### Cell density map

Drawn at 4 px/um. The die is cut into 9 by 9 equal tiles; dark blue is low, red is high, 0 to 100% covered.
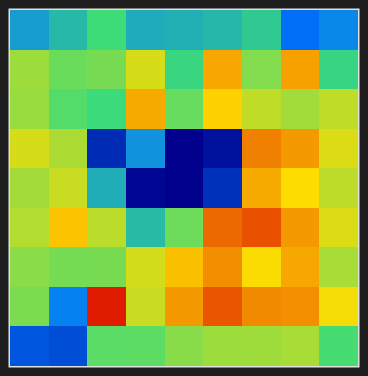
### Placement view

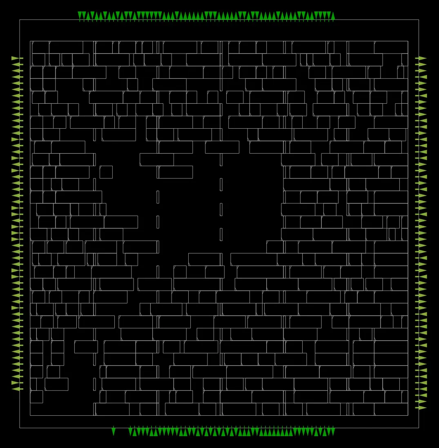
==> config.mk <==
export PLATFORM = sky130hd
export DESIGN_NAME = ram16k_wb_ctrl
export DESIGN_NICKNAME = d
export VERILOG_FILES = /design/src/rtl/ram_ctrl_pkg.sv /design/src/rtl/ram_sleep_timer.sv /design/src/rtl/ram16k_wb_ctrl.sv
export SDC_FILE = /design/constraint.sdc
export NUM_CORES = 1
export LEC_CHECK = 0
export CAP_MARGIN = 30
export CORE_AREA = 2 2 85 87
export DETAILED_ROUTE_END_ITERATION = 8
export DIE_AREA = 0 0 87 89
export PLACE_DENSITY = 0.74
export SETUP_SLACK_MARGIN = 0.2
export SLEW_MARGIN = 15
export SYNTH_ARGS = -nofsm -noshare
export SYNTH_HDL_FRONTEND = slang
export SYNTH_HIERARCHICAL = 1
export SYNTH_SLANG_ARGS = --single-unit
==> constraint.sdc <==
create_clock -name clk -period 2.3 [get_ports clk]
set_input_delay 0.46 -clock clk [delete_from_list [all_inputs] [get_ports clk]]
set_output_delay 0.46 -clock clk [all_outputs]
set_load 0.05 [all_outputs]
==> src/rtl/ram_ctrl_pkg.sv <==
// Shared widths, tie-off constants, controller state type and the
// byte-select to bit-mask helper used by ram16k_wb_ctrl.
package ram_ctrl_pkg;

    localparam int RAM_AW = 14;
    localparam int RAM_DW = 32;

    localparam logic [RAM_AW-1:0] RAM_IA_NONE = 14'h0;
    localparam logic [5:0]        RAM_FO_NONE = 6'h0;

    typedef enum logic [1:0] {
        IDLE  = 2'd0,
        RESP  = 2'd1,
        SLEEP = 2'd2,
        WAKE  = 2'd3
    } ram_ctrl_state_t;

    // A cleared byte select protects all eight bits of that lane.
    function automatic logic [RAM_DW-1:0] sel_to_mask(input logic [RAM_DW/8-1:0] sel);
        logic [RAM_DW-1:0] mask;
        for (int k = 0; k < RAM_DW/8; k++) begin
            mask[8*k +: 8] = {8{~sel[k]}};
        end
        return mask;
    endfunction

endpackage

==> src/rtl/ram_sleep_timer.sv <==
// Idle and wake counters for the RAM controller: go_sleep flags the last
// idle cycle before sleep, wake_done flags the last cycle of the wake window.
module ram_sleep_timer #(
    parameter int unsigned IDLE_CYCLES = 64,
    parameter int unsigned WAKE_CYCLES = 4,
    parameter int unsigned CNT_W       = 8
) (
    input  logic clk,
    input  logic rst,
    input  logic idle_inc,
    input  logic idle_clr,
    input  logic wake_en,
    output logic go_sleep,
    output logic wake_done
);

    logic [CNT_W-1:0] idle_cnt_q, idle_cnt_d;
    logic [CNT_W-1:0] wake_cnt_q, wake_cnt_d;

    assign go_sleep  = (IDLE_CYCLES != 0) && (idle_cnt_q == CNT_W'(IDLE_CYCLES - 1));
    assign wake_done = wake_en && (wake_cnt_q == CNT_W'(WAKE_CYCLES - 1));

    always_comb begin
        idle_cnt_d = idle_cnt_q;
        if (idle_clr) begin
            idle_cnt_d = '0;
        end else if (idle_inc && (idle_cnt_q != '1)) begin
            idle_cnt_d = idle_cnt_q + 1'b1;
        end
        wake_cnt_d = '0;
        if (wake_en && !wake_done) begin
            wake_cnt_d = wake_cnt_q + 1'b1;
        end
    end

    always_ff @(posedge clk) begin
        if (rst) begin
            idle_cnt_q <= '0;
            wake_cnt_q <= '0;
        end else begin
            idle_cnt_q <= idle_cnt_d;
            wake_cnt_q <= wake_cnt_d;
        end
    end

endmodule

==> src/rtl/ram16k_wb_ctrl.sv <==
// Wishbone classic slave for a 16Kx32 1RW sleep-capable SRAM macro.
// Define RAM_SLEEP_EN to build the idle timer and the SLEEP/WAKE path.
module ram16k_wb_ctrl
    import ram_ctrl_pkg::*;
#(
    parameter int unsigned IDLE_CYCLES = 64,
    parameter int unsigned WAKE_CYCLES = 4,
    parameter int unsigned CNT_W       = 8
) (
    input  logic              clk,
    input  logic              rst,
    input  logic              wb_cyc,
    input  logic              wb_stb,
    input  logic              wb_we,
    input  logic [RAM_AW-1:0] wb_adr,
    input  logic [3:0]        wb_sel,
    input  logic [RAM_DW-1:0] wb_dat_i,
    output logic [RAM_DW-1:0] wb_dat_o,
    output logic              wb_ack,
    output logic              sleep_o,
    input  logic [RAM_DW-1:0] ram_a,
    output logic [RAM_DW-1:0] ram_i,
    output logic [RAM_DW-1:0] ram_dm,
    output logic              ram_ce,
    output logic              ram_we,
    output logic [RAM_AW-1:0] ram_addr,
    output logic              ram_slp,
    output logic [RAM_AW-1:0] ram_ia,
    output logic [5:0]        ram_fo
);

    ram_ctrl_state_t state_q, state_d;
    logic            we_q, we_d;
    logic            req;
    logic            access;
    logic            go_sleep;
    logic            wake_done;

    assign req    = wb_cyc & wb_stb;
    assign access = (state_q == IDLE) & req & ~rst;

    // A request always beats idle-timer expiry in the same cycle.
    always_comb begin
        state_d = state_q;
        we_d    = we_q;
        case (state_q)
            IDLE: begin
                if (req) begin
                    state_d = RESP;
                    we_d    = wb_we;
                end else if (go_sleep) begin
                    state_d = SLEEP;
                end
            end
            RESP:    state_d = IDLE;
            SLEEP:   if (req) state_d = WAKE;
            WAKE:    if (wake_done) state_d = IDLE;
            default: state_d = IDLE;
        endcase
    end

    always_ff @(posedge clk) begin
        if (rst) begin
            state_q <= IDLE;
            we_q    <= 1'b0;
        end else begin
            state_q <= state_d;
            we_q    <= we_d;
        end
    end

    assign ram_ce   = access;
    assign ram_we   = access & wb_we;
    assign ram_addr = access ? wb_adr : '0;
    assign ram_i    = access ? wb_dat_i : '0;
    assign ram_dm   = ram_we ? sel_to_mask(wb_sel) : '1;
    assign ram_ia   = RAM_IA_NONE;
    assign ram_fo   = RAM_FO_NONE;

    // Macro read data appears the cycle after CE, which is the ack cycle.
    assign wb_ack   = (state_q == RESP);
    assign wb_dat_o = (wb_ack && !we_q) ? ram_a : '0;

`ifdef RAM_SLEEP_EN
    logic idle_inc;
    assign idle_inc = (state_q == IDLE) & ~req;

    ram_sleep_timer #(
        .IDLE_CYCLES (IDLE_CYCLES),
        .WAKE_CYCLES (WAKE_CYCLES),
        .CNT_W       (CNT_W)
    ) u_sleep_timer (
        .clk       (clk),
        .rst       (rst),
        .idle_inc  (idle_inc),
        .idle_clr  (~idle_inc),
        .wake_en   (state_q == WAKE),
        .go_sleep  (go_sleep),
        .wake_done (wake_done)
    );

    assign ram_slp = (state_q == SLEEP);
`else
    // Without the sleep path SLEEP and WAKE are unreachable.
    localparam int unsigned TIMER_CFG = IDLE_CYCLES + WAKE_CYCLES + CNT_W;
    assign go_sleep  = 1'b0;
    assign wake_done = (TIMER_CFG != 0);
    assign ram_slp   = 1'b0;
`endif

    assign sleep_o = ram_slp;

endmodule

==> Changelog: implementation <==
### Implementation results

- Dominant logic cell type in the layout: buf_12
- Min Tclk post-route: 2.14 ns
- DP Area: 4080 um2
- Endpoint of the most critical setup path: ram_i[9]
- Wire length of the first global-routing pass: 9.65 mm
- Seq/Total Area, Yosys: around 4.7%
- Cell count of the worst reg-to-reg path: 3
- Leakage: 0.00182 uW
- Final period util: 93.3%
- Pre-CTS worst setup slack: -0.120 ns
- Number of standard cells after synthesis: 161
- Count of max-cap constraint violations: 0
- Wire length on met3: 527 um
- Insertion delay of the later-clocked pin in the worst-skew pair: about 0.22 ns
- Number of nets in the finished design: 447
- CP Capture Type: output port
- Final hold slack: 0.491 ns
- Data required time at the worst endpoint: 1.84 ns
- Top fanout value on the critical path: 7
- Sum of routed wire length over all layers: about 7 mm
- Number of hold violations in the final report: 0
- Max Slew Vio Count: 0
- Reg2reg end: we_q$_SDFFE_PP0N_
- Synth Register Bits: 3
- Commonest non-fill, non-tap cells in the layout: buf_12, clkdlybuf4s50_1, buf_4, and2_1, nor3b_4
- Startpoint of the most critical register-to-register path: state_q[0]$_SDFFE_PP0P_
- Maximum number of pins on one net before global-route repair: 50
- Uppermost metal layer occupied by signal nets: met4
- Post-CTS clock slew at the launch and capture registers of the worst setup and hold paths: 0.03 ns
- Top-level port count: between 200 and 250
- Total cell area reported by yosys after synthesis: 1290 um2
- DP Wirelength: between 5 and 6 mm
- Total cells reported by yosys after synthesis: 161
- Cell Pwr Density: roughly 210 nW/um2
- Worst reg-to-reg setup slack: 0.98 ns
- CP max-delay cell: nand4bb_4
- Vias per cell: 4.13
- Peak supply drop: 0.276 mV
- Number of remaining DRC errors: 0
- Number of antenna-violating nets in the routed design: 0
- Warning total across the stage logs: 29
- Number of antenna violations at the first check in global routing: 0
- Worst-case clock buffer depth: 2
- Largest stage delay on the critical path: 0.24 ns
- Status: finished clean
Back to the opening pictures, 'Cell density map':
tiles over 75% full: 25%
densest ninth of the die: middle right
emptiest ninth of the die: center
mean over tiles: 58%
effective utilization at floorplan: 19.2%
Layout Utilization: 67.9%
Core Box Area: 6720 um2

Back to the opening pictures, 'Placement view':
count of flip-flops and latches: 3
final instance count without filler cells: 439
row cnt: 30

## worst min-delay path: cells and delay by family
| family | cells | cell delay, ns |
|---|---|---|
| buffers and inverters | 2 | 0.17 |
| AND/OR/NAND/NOR | 1 | 0.04 |
## area by class of cell
type                            count  area [um2]  share of cell area [%]
Timing Repair Buffer              237        3180                    69.8
Tap cell                           80         100                    2.19
Multi-Input combinational cell    114        1160                    25.5
Inverter                            1        3.75                  0.0823
Sequential cell                     3        65.1                    1.43
Clock buffer                        4        45.0                   0.987
## worst min-delay path by stage
stage	from	cells past startpoint	to	slack (ns)
after floorplan	state_q[0]$_SDFFE_PP0P_	1	state_q[1]$_SDFFE_PP0P_	0.45
after global placement	state_q[0]$_SDFFE_PP0P_	1	state_q[1]$_SDFFE_PP0P_	0.49
after detailed placement	state_q[0]$_SDFFE_PP0P_	1	state_q[1]$_SDFFE_PP0P_	0.52
after CTS	rst	3	state_q[1]$_SDFFE_PP0P_	0.52
after global routing	rst	3	state_q[1]$_SDFFE_PP0P_	0.51
final	rst	3	state_q[1]$_SDFFE_PP0P_	0.49
## flip-flops by register name (all words and copies together), names as in the netlist
| signal | cells |
|---|---|
| we_q | 1 |
| state_q | 2 |
## per-stage QoR
stage | utilization (%) | total power [uW]
after floorplan | - | 423
after global routing | 67.9 | 996
final | 67.9 | 959
after global placement | 60.7 | 731
after detailed placement | 60.7 | 739
after CTS | 67.6 | 963
## cell families (layout without fill, tap and decap cells)
group,count (synthesis),after routing,share of synthesized area (%)
muxes,1,1,0.872
buffers and inverters,65,242,35.8
DFF,3,3,4.65
and+or+nand+nor,91,91,58.4
other,1,22,0.290
## report_power, final
part	switching, uW	total, uW	internal, uW
registers	1.33	54.7	53.4
logic	364	745	381
clock network	40.3	159	119
total	406	959	553
## cells in the mapped netlist
cell type,number,area [um2]
nor3b_2,18,225
nor2_1,1,3.75
nor3b_1,29,218
dfxtp_1,3,60.1
nor2b_1,3,18.8
nand3_1,4,20.0
and4bb_4,1,16.3
conb_1,1,3.75
mux2_2,1,11.3
buf_2,6,30.0
buf_4,50,375
nor3b_4,1,18.8
buf_6,3,33.8
clkbuf_1,5,18.8
and2_1,33,206
inv_1,1,3.75
nand4bb_4,1,27.5
## per-layer routing
| metal | track usage, % | vias to the layer above |
|---|---|---|
| li1 | - | 858 |
| met1 | 17.0 | 835 |
| met2 | 33.2 | 117 |
| met3 | 2.59 | 2 |
| met4 | 3.13 | 0 |
| met5 | 0 | - |
## timing repair
| item | CTS | global route |
|---|---|---|
| hold endpoints to repair | 0 | 0 |
| setup endpoints to repair | 80 | 29 |
| cloned | 6 | 0 |
| buffers inserted | 6 | 0 |
| pin swaps | 23 | 15 |
| hold buffers | 0 | 0 |
| resized | 56 | 4 |
Power is estimated from default activity; no workload was simulated.
